Run 1, M4 wires:
Drawn at 4 px/um. Supply wires on this layer in grey.
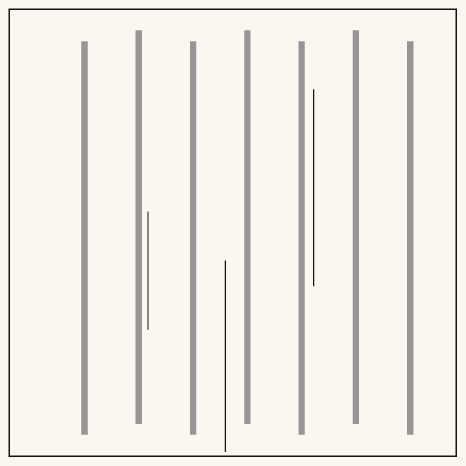
Run 1, a small window of the routed layout:
Window x 41 to 71, y 18 to 48 um. Cells in grey, sequential cells in the stronger grey; small squares are vias.
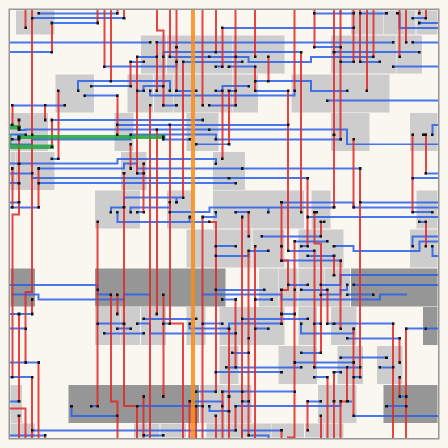
Run 1, track usage over the die:
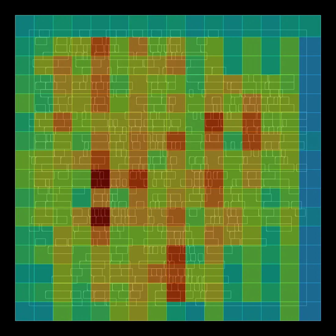
Run 1, gate-type map:
Drawn at 4 px/um.
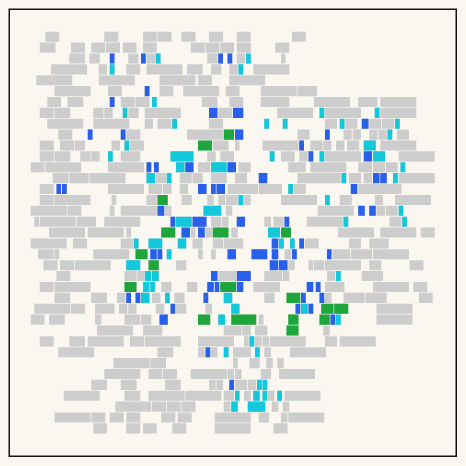
$ cat src/rtl/cmd_frame_ctrl_pkg.sv
// Shared opcodes, FSM state encoding and helpers for the command frame controller.
package cmd_frame_ctrl_pkg;

    localparam int unsigned OP_W = 8;

    localparam logic [OP_W-1:0] OP_WR      = 8'hAA;
    localparam logic [OP_W-1:0] OP_RD      = 8'hBB;
    localparam logic [OP_W-1:0] OP_ALU_OP  = 8'hCC;
    localparam logic [OP_W-1:0] OP_ALU_NOP = 8'hDD;
    localparam logic [OP_W-1:0] OP_BURST   = 8'hEE;

    typedef enum logic [3:0] {
        IDLE,
        WR_ADDR,
        WR_DATA,
        RD_ADDR,
        BR_ADDR,
        BR_CNT,
        OP_A,
        OP_B,
        OP_FUN,
        RD_REQ,
        RD_WAIT,
        ALU_WAIT,
        TX_LO,
        TX_HI
    } state_t;

    // States that are still collecting frame bytes (timeout armed, bytes accepted).
    function automatic logic is_collect(input state_t s);
        return (s inside {WR_ADDR, WR_DATA, RD_ADDR, BR_ADDR, BR_CNT, OP_A, OP_B, OP_FUN});
    endfunction

endpackage

$ cat src/rtl/cmd_frame_ctrl_if.sv
// Bundles RX, register-file, ALU and TX FIFO signals of the command frame controller.
interface cmd_frame_ctrl_if #(
    parameter int unsigned DATA_W = 8,
    parameter int unsigned ADDR_W = 4,
    parameter int unsigned FUN_W  = 4
);
    logic [DATA_W-1:0]   i_rx_data;
    logic                i_rx_valid;
    logic [DATA_W-1:0]   i_rf_rd_data;
    logic                i_rf_rd_valid;
    logic [2*DATA_W-1:0] i_alu_out;
    logic                i_alu_valid;
    logic                i_tx_full;

    logic [ADDR_W-1:0]   o_rf_addr;
    logic [DATA_W-1:0]   o_rf_wr_data;
    logic                o_rf_wr_en;
    logic                o_rf_rd_en;
    logic [FUN_W-1:0]    o_alu_fun;
    logic                o_alu_en;
    logic                o_alu_clk_en;
    logic                o_clk_div_en;
    logic [DATA_W-1:0]   o_tx_data;
    logic                o_tx_valid;
    logic                o_busy;
    logic                o_cmd_err;
    logic                o_timeout;

    modport master (
        input  i_rx_data, i_rx_valid, i_rf_rd_data, i_rf_rd_valid,
               i_alu_out, i_alu_valid, i_tx_full,
        output o_rf_addr, o_rf_wr_data, o_rf_wr_en, o_rf_rd_en, o_alu_fun,
               o_alu_en, o_alu_clk_en, o_clk_div_en, o_tx_data, o_tx_valid,
               o_busy, o_cmd_err, o_timeout
    );

    modport slave (
        output i_rx_data, i_rx_valid, i_rf_rd_data, i_rf_rd_valid,
               i_alu_out, i_alu_valid, i_tx_full,
        input  o_rf_addr, o_rf_wr_data, o_rf_wr_en, o_rf_rd_en, o_alu_fun,
               o_alu_en, o_alu_clk_en, o_clk_div_en, o_tx_data, o_tx_valid,
               o_busy, o_cmd_err, o_timeout
    );

endinterface

$ cat src/rtl/cmd_frame_ctrl_frame_timer.sv
// Inter-byte timeout counter: clears on every byte, counts while enabled,
// flags terminal count at TIMEOUT_CYC-1.
module frame_timer #(
    parameter int unsigned TIMEOUT_CYC = 50000
) (
    input  logic i_clk,
    input  logic i_arst,
    input  logic i_clr,
    input  logic i_en,
    output logic o_tc_c
);
    localparam int unsigned      CNT_W  = (TIMEOUT_CYC > 1) ? $clog2(TIMEOUT_CYC) : 1;
    localparam logic [CNT_W-1:0] TC_VAL = CNT_W'(TIMEOUT_CYC - 1);

    logic [CNT_W-1:0] cnt_q;
    logic [CNT_W-1:0] cnt_d;

    assign o_tc_c = i_en && (cnt_q == TC_VAL);

    // Hold at terminal count; the controller leaves the collecting state on it.
    always_comb begin
        cnt_d = cnt_q;
        if (i_clr || !i_en) begin
            cnt_d = '0;
        end else if (!o_tc_c) begin
            cnt_d = cnt_q + CNT_W'(1);
        end
    end

    always_ff @(posedge i_clk or posedge i_arst) begin
        if (i_arst) begin
            cnt_q <= '0;
        end else begin
            cnt_q <= cnt_d;
        end
    end

endmodule

$ cat src/rtl/cmd_frame_ctrl.sv
// Byte-frame command parser driving register-file and ALU handshakes and
// pushing response bytes into the TX FIFO.
module cmd_frame_ctrl
    import cmd_frame_ctrl_pkg::*;
#(
    parameter int unsigned DATA_W      = 8,
    parameter int unsigned ADDR_W      = 4,
    parameter int unsigned FUN_W       = 4,
    parameter int unsigned TIMEOUT_CYC = 50000
) (
    input  logic             i_clk,
    input  logic             i_arst,
    cmd_frame_ctrl_if.master bus
);

    state_t state_q, state_d;

    logic [ADDR_W-1:0] rf_addr_q,    rf_addr_d;
    logic [DATA_W-1:0] rf_wr_data_q, rf_wr_data_d;
    logic              rf_wr_en_q,   rf_wr_en_d;
    logic              rf_rd_en_q,   rf_rd_en_d;
    logic [FUN_W-1:0]  alu_fun_q,    alu_fun_d;
    logic              alu_en_q,     alu_en_d;
    logic              alu_clk_en_q, alu_clk_en_d;
    logic              clk_div_en_q, clk_div_en_d;
    logic [DATA_W-1:0] tx_data_q,    tx_data_d;
    logic              tx_pend_q,    tx_pend_d;
    logic              busy_q,       busy_d;
    logic              cmd_err_q,    cmd_err_d;
    logic              timeout_q,    timeout_d;
    logic [ADDR_W-1:0] addr_q,       addr_d;
    logic [DATA_W-1:0] cnt_q,        cnt_d;
    logic [DATA_W-1:0] res_hi_q,     res_hi_d;

    logic [DATA_W-1:0] rx;
    logic              rx_v;
    logic              collect;
    logic              tc;
    logic              tx_acc;
    logic              last_rd;
    logic              op_known;
    state_t            op_state;

    assign rx      = bus.i_rx_data;
    assign rx_v    = bus.i_rx_valid;
    assign collect = is_collect(state_q);
    assign tx_acc  = tx_pend_q & ~bus.i_tx_full;
    assign last_rd = (cnt_q == DATA_W'(1));

    frame_timer #(.TIMEOUT_CYC(TIMEOUT_CYC)) u_frame_timer (
        .i_clk  (i_clk),
        .i_arst (i_arst),
        .i_clr  (rx_v),
        .i_en   (collect),
        .o_tc_c (tc)
    );

    // Opcode decode of the first frame byte.
    always_comb begin
        op_known = 1'b1;
        op_state = IDLE;
        case (rx)
            DATA_W'(OP_WR):      op_state = WR_ADDR;
            DATA_W'(OP_RD):      op_state = RD_ADDR;
            DATA_W'(OP_ALU_OP):  op_state = OP_A;
            DATA_W'(OP_ALU_NOP): op_state = OP_FUN;
            DATA_W'(OP_BURST):   op_state = BR_ADDR;
            default:             op_known = 1'b0;
        endcase
    end

    always_ff @(posedge i_clk or posedge i_arst) begin
        if (i_arst) begin
            state_q <= IDLE;
        end else begin
            state_q <= state_d;
        end
    end

    // Next-state logic; a byte in a collecting state beats the timeout.
    always_comb begin
        state_d = state_q;
        case (state_q)
            IDLE:     if (rx_v && op_known) state_d = op_state;
            WR_ADDR:  if (rx_v) state_d = WR_DATA;
            WR_DATA:  if (rx_v) state_d = IDLE;
            RD_ADDR:  if (rx_v) state_d = RD_WAIT;
            BR_ADDR:  if (rx_v) state_d = BR_CNT;
            BR_CNT:   if (rx_v) state_d = (rx == '0) ? IDLE : RD_WAIT;
            OP_A:     if (rx_v) state_d = OP_B;
            OP_B:     if (rx_v) state_d = OP_FUN;
            OP_FUN:   if (rx_v) state_d = ALU_WAIT;
            RD_WAIT:  if (bus.i_rf_rd_valid) state_d = RD_REQ;
            RD_REQ:   if (tx_acc) state_d = last_rd ? IDLE : RD_WAIT;
            ALU_WAIT: if (bus.i_alu_valid) state_d = TX_LO;
            TX_LO:    if (tx_acc) state_d = TX_HI;
            TX_HI:    if (tx_acc) state_d = IDLE;
            default:  state_d = IDLE;
        endcase
        if (collect && !rx_v && tc) begin
            state_d = IDLE;
        end
    end

    // Registered outputs and frame datapath.
    always_comb begin
        rf_addr_d    = rf_addr_q;
        rf_wr_data_d = rf_wr_data_q;
        rf_wr_en_d   = 1'b0;
        rf_rd_en_d   = 1'b0;
        alu_fun_d    = alu_fun_q;
        alu_en_d     = 1'b0;
        alu_clk_en_d = alu_clk_en_q;
        clk_div_en_d = 1'b1;
        tx_data_d    = tx_data_q;
        tx_pend_d    = tx_pend_q & ~tx_acc;
        busy_d       = (state_d != IDLE);
        cmd_err_d    = 1'b0;
        timeout_d    = 1'b0;
        addr_d       = addr_q;
        cnt_d        = cnt_q;
        res_hi_d     = res_hi_q;

        case (state_q)
            IDLE: begin
                if (rx_v && !op_known) cmd_err_d = 1'b1;
            end
            WR_ADDR: begin
                if (rx_v) addr_d = rx[ADDR_W-1:0];
            end
            WR_DATA: begin
                if (rx_v) begin
                    rf_wr_en_d   = 1'b1;
                    rf_addr_d    = addr_q;
                    rf_wr_data_d = rx;
                end
            end
            RD_ADDR: begin
                if (rx_v) begin
                    rf_rd_en_d = 1'b1;
                    rf_addr_d  = rx[ADDR_W-1:0];
                    addr_d     = rx[ADDR_W-1:0];
                    cnt_d      = DATA_W'(1);
                end
            end
            BR_ADDR: begin
                if (rx_v) addr_d = rx[ADDR_W-1:0];
            end
            BR_CNT: begin
                if (rx_v && (rx != '0)) begin
                    rf_rd_en_d = 1'b1;
                    rf_addr_d  = addr_q;
                    cnt_d      = rx;
                end
            end
            OP_A: begin
                if (rx_v) begin
                    rf_wr_en_d   = 1'b1;
                    rf_addr_d    = ADDR_W'(0);
                    rf_wr_data_d = rx;
                end
            end
            OP_B: begin
                if (rx_v) begin
                    rf_wr_en_d   = 1'b1;
                    rf_addr_d    = ADDR_W'(1);
                    rf_wr_data_d = rx;
                end
            end
            OP_FUN: begin
                if (rx_v) begin
                    alu_fun_d    = rx[FUN_W-1:0];
                    alu_en_d     = 1'b1;
                    alu_clk_en_d = 1'b1;
                end
            end
            RD_WAIT: begin
                if (bus.i_rf_rd_valid) begin
                    tx_data_d = bus.i_rf_rd_data;
                    tx_pend_d = 1'b1;
                end
            end
            RD_REQ: begin
                // Next burst read only after the previous byte left for the FIFO.
                if (tx_acc) begin
                    cnt_d = cnt_q - DATA_W'(1);
                    if (!last_rd) begin
                        addr_d     = addr_q + ADDR_W'(1);
                        rf_addr_d  = addr_q + ADDR_W'(1);
                        rf_rd_en_d = 1'b1;
                    end
                end
            end
            ALU_WAIT: begin
                if (bus.i_alu_valid) begin
                    alu_clk_en_d = 1'b0;
                    tx_data_d    = bus.i_alu_out[DATA_W-1:0];
                    res_hi_d     = bus.i_alu_out[DATA_W +: DATA_W];
                    tx_pend_d    = 1'b1;
                end
            end
            TX_LO: begin
                if (tx_acc) begin
                    tx_data_d = res_hi_q;
                    tx_pend_d = 1'b1;
                end
            end
            default: ;
        endcase

        if (rx_v && !collect && (state_q != IDLE)) cmd_err_d = 1'b1;
        if (collect && !rx_v && tc) timeout_d = 1'b1;
    end

    always_ff @(posedge i_clk or posedge i_arst) begin
        if (i_arst) begin
            rf_addr_q    <= '0;
            rf_wr_data_q <= '0;
            rf_wr_en_q   <= 1'b0;
            rf_rd_en_q   <= 1'b0;
            alu_fun_q    <= '0;
            alu_en_q     <= 1'b0;
            alu_clk_en_q <= 1'b0;
            clk_div_en_q <= 1'b0;
            tx_data_q    <= '0;
            tx_pend_q    <= 1'b0;
            busy_q       <= 1'b0;
            cmd_err_q    <= 1'b0;
            timeout_q    <= 1'b0;
            addr_q       <= '0;
            cnt_q        <= '0;
            res_hi_q     <= '0;
        end else begin
            rf_addr_q    <= rf_addr_d;
            rf_wr_data_q <= rf_wr_data_d;
            rf_wr_en_q   <= rf_wr_en_d;
            rf_rd_en_q   <= rf_rd_en_d;
            alu_fun_q    <= alu_fun_d;
            alu_en_q     <= alu_en_d;
            alu_clk_en_q <= alu_clk_en_d;
            clk_div_en_q <= clk_div_en_d;
            tx_data_q    <= tx_data_d;
            tx_pend_q    <= tx_pend_d;
            busy_q       <= busy_d;
            cmd_err_q    <= cmd_err_d;
            timeout_q    <= timeout_d;
            addr_q       <= addr_d;
            cnt_q        <= cnt_d;
            res_hi_q     <= res_hi_d;
        end
    end

    assign bus.o_rf_addr    = rf_addr_q;
    assign bus.o_rf_wr_data = rf_wr_data_q;
    assign bus.o_rf_wr_en   = rf_wr_en_q;
    assign bus.o_rf_rd_en   = rf_rd_en_q;
    assign bus.o_alu_fun    = alu_fun_q;
    assign bus.o_alu_en     = alu_en_q;
    assign bus.o_alu_clk_en = alu_clk_en_q;
    assign bus.o_clk_div_en = clk_div_en_q;
    assign bus.o_tx_data    = tx_data_q;
    assign bus.o_tx_valid   = tx_acc;
    assign bus.o_busy       = busy_q;
    assign bus.o_cmd_err    = cmd_err_q;
    assign bus.o_timeout    = timeout_q;

endmodule

$ cat src/flat_wrapper.sv
// flat-port wrapper written by rule: the top's interface ports become plain ports
module cmd_frame_ctrl_flat import cmd_frame_ctrl_pkg::*;
#(
    parameter int unsigned DATA_W      = 8,
    parameter int unsigned ADDR_W      = 4,
    parameter int unsigned FUN_W       = 4,
    parameter int unsigned TIMEOUT_CYC = 50000
)
  (i_clk, i_arst, bus_i_rx_data, bus_i_rx_valid, bus_i_rf_rd_data, bus_i_rf_rd_valid, bus_i_alu_out, bus_i_alu_valid, bus_i_tx_full, bus_o_rf_addr, bus_o_rf_wr_data, bus_o_rf_wr_en, bus_o_rf_rd_en, bus_o_alu_fun, bus_o_alu_en, bus_o_alu_clk_en, bus_o_clk_div_en, bus_o_tx_data, bus_o_tx_valid, bus_o_busy, bus_o_cmd_err, bus_o_timeout);
  cmd_frame_ctrl_if #(.DATA_W(DATA_W), .ADDR_W(ADDR_W), .FUN_W(FUN_W)) bus_i ();
  input  logic i_clk;
  input  logic i_arst;
  input wire logic [$bits(bus_i.i_rx_data)-1:0] bus_i_rx_data;
  input wire logic [$bits(bus_i.i_rx_valid)-1:0] bus_i_rx_valid;
  input wire logic [$bits(bus_i.i_rf_rd_data)-1:0] bus_i_rf_rd_data;
  input wire logic [$bits(bus_i.i_rf_rd_valid)-1:0] bus_i_rf_rd_valid;
  input wire logic [$bits(bus_i.i_alu_out)-1:0] bus_i_alu_out;
  input wire logic [$bits(bus_i.i_alu_valid)-1:0] bus_i_alu_valid;
  input wire logic [$bits(bus_i.i_tx_full)-1:0] bus_i_tx_full;
  output wire logic [$bits(bus_i.o_rf_addr)-1:0] bus_o_rf_addr;
  output wire logic [$bits(bus_i.o_rf_wr_data)-1:0] bus_o_rf_wr_data;
  output wire logic [$bits(bus_i.o_rf_wr_en)-1:0] bus_o_rf_wr_en;
  output wire logic [$bits(bus_i.o_rf_rd_en)-1:0] bus_o_rf_rd_en;
  output wire logic [$bits(bus_i.o_alu_fun)-1:0] bus_o_alu_fun;
  output wire logic [$bits(bus_i.o_alu_en)-1:0] bus_o_alu_en;
  output wire logic [$bits(bus_i.o_alu_clk_en)-1:0] bus_o_alu_clk_en;
  output wire logic [$bits(bus_i.o_clk_div_en)-1:0] bus_o_clk_div_en;
  output wire logic [$bits(bus_i.o_tx_data)-1:0] bus_o_tx_data;
  output wire logic [$bits(bus_i.o_tx_valid)-1:0] bus_o_tx_valid;
  output wire logic [$bits(bus_i.o_busy)-1:0] bus_o_busy;
  output wire logic [$bits(bus_i.o_cmd_err)-1:0] bus_o_cmd_err;
  output wire logic [$bits(bus_i.o_timeout)-1:0] bus_o_timeout;
  assign bus_i.i_rx_data = bus_i_rx_data;
  assign bus_i.i_rx_valid = bus_i_rx_valid;
  assign bus_i.i_rf_rd_data = bus_i_rf_rd_data;
  assign bus_i.i_rf_rd_valid = bus_i_rf_rd_valid;
  assign bus_i.i_alu_out = bus_i_alu_out;
  assign bus_i.i_alu_valid = bus_i_alu_valid;
  assign bus_i.i_tx_full = bus_i_tx_full;
  assign bus_o_rf_addr = bus_i.o_rf_addr;
  assign bus_o_rf_wr_data = bus_i.o_rf_wr_data;
  assign bus_o_rf_wr_en = bus_i.o_rf_wr_en;
  assign bus_o_rf_rd_en = bus_i.o_rf_rd_en;
  assign bus_o_alu_fun = bus_i.o_alu_fun;
  assign bus_o_alu_en = bus_i.o_alu_en;
  assign bus_o_alu_clk_en = bus_i.o_alu_clk_en;
  assign bus_o_clk_div_en = bus_i.o_clk_div_en;
  assign bus_o_tx_data = bus_i.o_tx_data;
  assign bus_o_tx_valid = bus_i.o_tx_valid;
  assign bus_o_busy = bus_i.o_busy;
  assign bus_o_cmd_err = bus_i.o_cmd_err;
  assign bus_o_timeout = bus_i.o_timeout;
  cmd_frame_ctrl #(.DATA_W(DATA_W), .ADDR_W(ADDR_W), .FUN_W(FUN_W), .TIMEOUT_CYC(TIMEOUT_CYC)) u_core (.i_clk(i_clk), .i_arst(i_arst), .bus(bus_i));
endmodule
$ cat config.mk
export PLATFORM = sky130hd
export DESIGN_NAME = cmd_frame_ctrl_flat
export DESIGN_NICKNAME = d
export VERILOG_FILES = /design/src/rtl/cmd_frame_ctrl_pkg.sv /design/src/rtl/cmd_frame_ctrl_if.sv /design/src/rtl/cmd_frame_ctrl_frame_timer.sv /design/src/rtl/cmd_frame_ctrl.sv /design/src/flat_wrapper.sv
export SDC_FILE = /design/constraint.sdc
export NUM_CORES = 1
export LEC_CHECK = 0
export CORE_MARGIN = 5
export CORE_UTILIZATION = 40
export DETAILED_ROUTE_END_ITERATION = 8
export SLEW_MARGIN = 20
export SYNTH_ARGS = -nofsm -noshare
export SYNTH_HDL_FRONTEND = slang
export SYNTH_SLANG_ARGS = --single-unit
$ cat constraint.sdc
create_clock -name i_clk -period 3.7 [get_ports i_clk]
set_input_delay 0.74 -clock i_clk [delete_from_list [all_inputs] [get_ports i_clk]]
set_output_delay 0.74 -clock i_clk [all_outputs]
set_load 0.02 [all_outputs]
==> GITHUB_STEP_SUMMARY, run 1 <==
## PnR job results

| Metric | Value |
|---|---|
| Status | finished clean |
| CTS tree | yes |
| Max Cap Violations | 0 |
| Rows | 37 |
| Tool warnings | 27 |
| Max FO, Critical Path | 4 |
| Final Hold Violation Tally | 0 |
| Top cells, area | dfrtp_1 44%, mux2_1 4.9%, nor2_1 4.0% |
| Commonest cells after routing, fill and taps aside | 73 x dfrtp_1, 70 x clkdlybuf4s50_1, 44 x nor2_1, 35 x nand2_1, 18 x mux2_1 |
| DRT Pass-1 Iters | 4 |
| Drt drc | 0 |
| Starting density of the core | 40.4% |
| Setup TNS | 0 ns |
| Boundary pin count | 71 |
| Chip Footprint | 12,400 sq um |
| Die height | 111 um |
| Fillers | 973 |
| Bufs on Longest Clock Path | 2 |
| Slew headroom | 39.0% |
| Post-route ant nets | 0 |
| Simple share | 21.8% |
| Skew-Pair Late Insertion Delay | 0.36 ns |
| Critical Path Max Stage Delay | 0.64 ns |
| VDD IR max | 401 uV |
| Peak Freq | 341 MHz |
| HP Class | flip-flop to flip-flop |
| Ant. Diodes | 0 |
| Cell Type Count | 70 |
| Worst path arrival time | 2.19 ns |
| Worst Setup End Kind | primary output |
| Ys flop type | dfrtp_1 |
| Post-synth ARST share | 100% |
| Clock-pin slew of the registers on the worst-case setup and hold paths | 0.08 ns |
| Slowest cell on crit path | clkdlybuf4s50_1 |
| Hold_buf cts | 0 |
| Most frequent cell after synthesis | dfrtp_1 |
| Final period utilization | 79.2% |
| Startpoint Class | input pin |
| Post-Syn Area | 4110 sq um |
| Clock root cell | clkbuf_8 |
| Post-DP Area | 4870 sq um |
| Worst-path cell chain | clkdlybuf4s50_1, nand2b_1, inv_1, clkdlybuf4s50_1 |
| Synth area leader | dfrtp_1 |
| Placed instance count | 600 |
| Pin count of the biggest net entering global routing | 40 |
| Comb. cell area | 2090 sq um |
| Share of cells above drive strength 1 | 9.38% |
| Seq. cell area | 1830 sq um |
| Area fraction in compound gates | 15.6% |
| Area delta synth->final | 23.9% |
| RSZ-0062 raised after global routing | no |
| Mapped Avg Cell Area | 9.96 sq um |
| Vias in the first global route | 3,335 |
| Dominant combinational family | simple AND/OR/NAND/NOR gates |
| Fin crit period | 2.93 ns |
| Setup violations, final | 0 |
| Fin nets | 517 |
| Core area | 10,200 sq um |
| Xor/xnor share | 3.83% |
| Max Slew Vio Count | 0 |
| Area share, top type | 44.4% |
| First-pass GRT wire length | 16,900 um |
| GR Overflow Total | 0 |
| Clk_skew | 0.0116 ns |
| Initial DRC Count | 191 |
| Htree depth | 3 |
| Detailed Place HPWL | 6970 um |
| Floorplan Nets | 455 |
| Seq/Total Area, Yosys | 44.4% |
| Setup bufs post-CTS | 0 |
| Routed vias/inst | 5.38 |
| Yosys stat cell total | 413 |
| Leakage | 2.15 nW |
| Post-synth EDFFs | 0 |
| GPL Wtd Cong | 0.837 |
| Design Area, Final | 5090 sq um |
| Syn. warnings | 0 |
| Crit path DRT | 2.96 ns |
| Clock sinks | 73 |
| Port Buf Inserts | 70 |
| CP Class | input pin to primary output |
-- 'M4 wires' (at the start) --
wire length on this layer: 126 um
share of all routed wire: 1.3%

-- 'a small window of the routed layout' (at the start) --
legend:
  green:
    layer: M3
  blue:
    layer: M1
  orange:
    layer: M4
  red:
    layer: M2
cells with their middle in the window: 53
most frequent: o21ai_1 (6), a21oi_1 (4), or4_1 (4)
sequential cells in the window: 3
netlist names of flops here include: u_core.cnt_q (3)

-- 'track usage over the die' (at the start) --
met3 Use GR: 3.75%
gr busiest metal: met2

-- 'gate-type map' (at the start) --
legend:
  blue:
    family: nand cells
    cells: 68
    most_used: nand2_1
    where: centre
  cyan:
    family: nor cells
    cells: 67
    most_used: nor2_1
  green:
    family: non-inverting ao/oa cells
    cells: 18
    most_used: a21o_1
Commonest Layout Cell: dfrtp_1
fin cells: 616
Comb area share: 40.9%

-- run 1: flip-flops by register name (all words and copies together), names as in the netlist --
signal	count
u_core.u_frame_timer.cnt_q	16
u_core.bus.o_rf_wr_data	8
u_core.bus.o_tx_data	8
u_core.cnt_q	8
u_core.res_hi_q	8
u_core.addr_q	4
u_core.bus.o_alu_fun	4
u_core.bus.o_rf_addr	4
u_core.state_q	4
u_core.bus.o_alu_clk_en	1
u_core.bus.o_alu_en	1
u_core.bus.o_busy	1
u_core.bus.o_clk_div_en	1
u_core.bus.o_cmd_err	1
u_core.bus.o_rf_rd_en	1
u_core.bus.o_rf_wr_en	1
u_core.bus.o_timeout	1
u_core.tx_pend_q	1
-- run 1: logic make-up after synthesis --
family | count (synthesis)
AND-OR/OR-AND | 90
XOR/XNOR | 18
adder cells (fa/ha/maj) | 4
buffers and inverters | 35
flip-flops | 73
multiplexers | 29
other | 1
AND/OR/NAND/NOR | 163
-- run 1: area by class of cell --
cell class / count / share of cell area, %
Clock buffer: 10 / 2.70
Clock inverter: 6 / 1.77
Inverter: 13 / 0.958
Multi-Input combinational cell: 305 / 40.9
Sequential cell: 73 / 35.9
Tap cell: 136 / 3.34
Timing Repair Buffer: 73 / 14.4
-- run 1: worst max-delay path: cells and delay by family --
family / cells / cell delay, ns
simple gates: 1 / 0.23
buf+inv: 3 / 1.22
-- run 1: routing by layer --
metal | track usage (%) | wire length (um) | up-vias
met5 | 0 | 0 | -
met4 | 4.87 | 125 | 0
met3 | 3.75 | 421 | 11
met2 | 26.3 | 4600 | 79
met1 | 22.5 | 4590 | 1611
li1 | - | - | 1611
-- run 1: worst paths after layout --
| kind | start | cells past startpoint | to | slack (ns) |
|---|---|---|---|---|
| setup / recovery | bus_i_tx_full | 4 | bus_o_tx_valid | 0.77 |
| hold / removal | u_core.bus.o_rf_wr_data[5]$_DFFE_PP0P_ | 1 | u_core.bus.o_rf_wr_data[5]$_DFFE_PP0P_ | 0.49 |
| setup reg to reg | u_core.state_q[0]$_DFF_PP0_ | 5 | u_core.bus.o_rf_addr[2]$_DFFE_PP0P_ | 1.11 |
| hold reg to reg | u_core.bus.o_rf_wr_data[5]$_DFFE_PP0P_ | 1 | u_core.bus.o_rf_wr_data[5]$_DFFE_PP0P_ | 0.49 |
| max in group asynchronous | i_arst | 3 | u_core.addr_q[2]$_DFFE_PP0P_ | 2.21 |
| min in group asynchronous | i_arst | 2 | u_core.res_hi_q[4]$_DFFE_PP0P_ | 0.82 |
-- run 1: report_power, final --
group / total [mW] / internal (mW) / switching (mW)
sequential: 1.37 / 1.07 / 0.292
clock: 0.709 / 0.400 / 0.309
combinational: 1.82 / 0.856 / 0.965
total: 3.90 / 2.33 / 1.57
-- run 1: through the flow --
step                      util [%]  setup WS [ns]  power [mW]  hold WS (ns)
after floorplan                  -           1.11        2.64         0.465
after global placement        47.8          0.768        3.18         0.468
after detailed placement      47.8          0.760        3.21         0.475
after CTS                     50.0          0.762        3.94         0.495
after global routing          50.0          0.702        4.19         0.515
final                         50.0          0.771        3.90         0.490
Run 1, routed metal per tile:
Drawn at 3 px/um. 22 x 22 tiles, from white (low) to dark blue (high), scaled to the fullest tile. Values are wire area over tile area, all layers added.
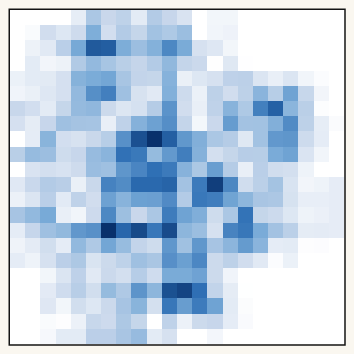

--- run 2 (diff from run 1) ---
clock period = 2.7 ns   (was 3.7 ns; I/O delays follow)
Run 2, routed metal per tile:
Drawn at 3 px/um. 22 x 22 tiles, from white (low) to dark blue (high), scaled to the fullest tile. Values are wire area over tile area, all layers added.
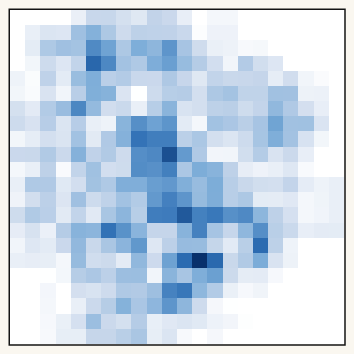
mean over tiles: 0.13
densest ninth of the die: centre
nearly empty tiles: 19%
tiles over half the peak: 9.7%
Overall Global Routing Usage: 17.1%
via count: 3,349

Run 2, M4 wires:
Drawn at 4 px/um. Supply wires on this layer in grey.
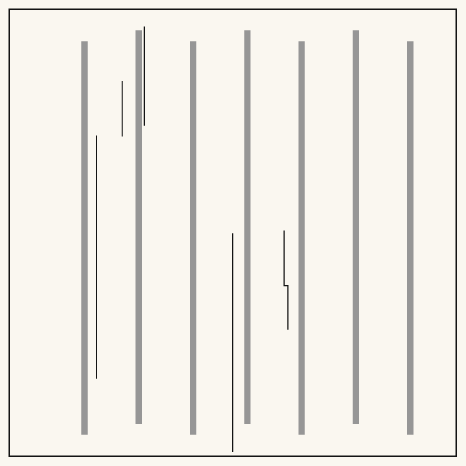
longest straight run: 60.5 um
share of all routed wire: 1.8%
nets with wire on the layer: 3
Detailed Route WL: 10,100 um

Run 2, track usage over the die:
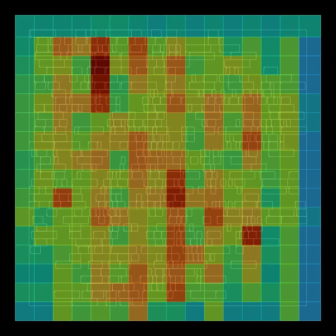
GR Layer Usage met1: 22.2%
final core utilization: 50.7%
met3 Use GR: 4.51%
wire per inst: 15.9 um
GR met2 Demand/Resource: 27.1%

==> run 2 against run 1 <==
  * Die area unchanged
  * Setup slack got worse by 0.58 ns
  * Register-to-register slack got worse by 0.61 ns
  * Combinational power up 47%
  * Sequential share of layout area decreased by 0.49 points
  * Final cell count increased by 2.8%
  * Synthesized area did not move
  * Via count rose by 1.1%
  * Global-route usage is 0.69 points higher
  * Hold slack better by 0.0019 ns
  * Critical endpoint unchanged
  * Highest routed layer unchanged
==> GITHUB_STEP_SUMMARY, run 2 <==
## PnR job results

| Metric | Value |
|---|---|
| Synth area leader | dfrtp_1 |
| Slowest cell on crit path | clkdlybuf4s50_1 |
| Design Power | 5.22 mW |
| Commonest Layout Cell | dfrtp_1 |
| Area delta synth->final | 25.6% |
| Clk_skew | 0.0168 ns |
| Yosys stat cell total | 413 |
| Fin nets | 535 |
| Rows | 37 |
| Sequential fraction of design power | 34.4% |
| CTS tree | yes |
| Most flops, register | u_core.u_frame_timer.cnt_q |
| Skew-Pair Late Insertion Delay | 0.37 ns |
| Chip Footprint | 12,400 sq um |
| Max Slew Vio Count | 0 |
| Ys flop type | dfrtp_1 |
| Port Buf Inserts | 70 |
| Vias in the first global route | 3,395 |
| Worst hold slack | 0.492 ns |
| Final Hold Violation Tally | 0 |
| Drt drc | 0 |
| Syn. warnings | 0 |
| Status | finished clean |
| Clock-pin slew of the registers on the worst-case setup and hold paths | 0.07 ns |
| DRT Pass-1 Iters | 4 |
| Mapped Avg Cell Area | 9.96 sq um |
| Net Sw Frac | 41.2% |
| Max Cap Violations | 0 |
| Die height | 111 um |
| Ant. Diodes | 0 |
| Post-synth ARST share | 100% |
| Crit path max-delay family | buffers and inverters |
| Routed vias/inst | 5.29 |
| Tool warnings | 27 |
| VDD IR max | 576 uV |
| GR Overflow Total | 0 |
| Floorplan Nets | 455 |
| Design Area, Final | 5160 sq um |
| Setup bufs post-CTS | 0 |
| Core area | 10,200 sq um |
| Internal power | 3.07 mW |
| Detailed Place HPWL | 7320 um |
| Slew headroom | 58.7% |
| Post-Syn Area | 4110 sq um |
| First-pass GRT wire length | 17,300 um |
| Post-route setup slack | 0.189 ns |
| Comb. cell area | 2090 sq um |
| Share of cells above drive strength 1 | 12.1% |
| Initial DRC Count | 261 |
| Seq. cell area | 1830 sq um |
| Post-route ant nets | 0 |
| Fillers | 983 |
| Boundary pin count | 71 |
| Seq/Total Area, Yosys | 44.4% |
| Most frequent cell after synthesis | dfrtp_1 |
| Starting density of the core | 40.4% |
| Worst-path cell chain | clkdlybuf4s50_1, nand2b_1, inv_1, clkdlybuf4s50_1 |
| Comb power frac | 51.2% |
| Setup TNS | 0 ns |
| Htree depth | 3 |
| WP buf/inv | 3 |
| Area share, top type | 44.4% |
## run 2: layout make-up
cell class / count / area share [%]
clock inverters: 3 / 0.339
clock buffers: 12 / 2.81
inverters: 13 / 0.945
multi-input cells: 305 / 40.4
well taps: 136 / 3.29
repair buffers: 91 / 16.9
flip-flops and latches: 73 / 35.4
## run 2: worst register-to-register path, stage by stage (launching register included)
cell	delay, ns
dfrtp_1	0.55
buf_4	0.29
mux2_1	0.34
a221oi_1	0.26
a31oi_1	0.07
o31ai_1	0.42
o2111ai_1	0.16
## run 2: worst paths after layout
path / startpoint / cells past startpoint / to
worst min-delay path: u_core.bus.o_rf_wr_data[5]$_DFFE_PP0P_ / 1 / u_core.bus.o_rf_wr_data[5]$_DFFE_PP0P_
worst max-delay path: bus_i_tx_full / 4 / bus_o_tx_valid
worst max register to register: u_core.state_q[1]$_DFF_PP0_ / 6 / u_core.bus.o_busy$_DFF_PP0_
min in group asynchronous: i_arst / 3 / u_core.tx_pend_q$_DFF_PP0_
max in group asynchronous: i_arst / 3 / u_core.bus.o_rf_wr_data[0]$_DFFE_PP0P_
worst min register to register: u_core.bus.o_rf_wr_data[5]$_DFFE_PP0P_ / 1 / u_core.bus.o_rf_wr_data[5]$_DFFE_PP0P_
## run 2: layer usage
| layer | global-route usage (%) | routed length [um] |
|---|---|---|
| met5 | 0 | 0 |
| met4 | 7.46 | 178 |
| met3 | 4.51 | 494 |
| met2 | 27.1 | 4840 |
| met1 | 22.2 | 4560 |
## run 2: power groups by stage
stage	clock, mW	combinational [mW]	sequential [mW]
2_1_floorplan	0	1.67	1.95
3_3_place_gp	0	2.65	1.80
3_5_place_dp	0	2.69	1.81
4_1_cts	0.793	2.69	1.79
5_1_grt	0.841	2.94	1.85
6_report	0.753	2.67	1.79
## run 2: cell families after synthesis
family	count (synthesis)	share of synthesized area [%]
DFF	73	44.4
xor gates and xnor gates	18	3.83
muxes	29	8.21
buffers and inverters	35	4.87
adders and majority gates	4	1.22
other	1	0.0912
AOI/OAI and AO/OA	90	15.6
and+or+nand+nor	163	21.8
## run 2: per-stage QoR
step                      utilization [%]  std cells
after CTS                            50.7        633
after global routing                 50.7        633
after global placement               49.1        618
after floorplan                         -        413
after detailed placement             49.1        618
final                                50.7        633
Power is estimated from default activity; no workload was simulated.
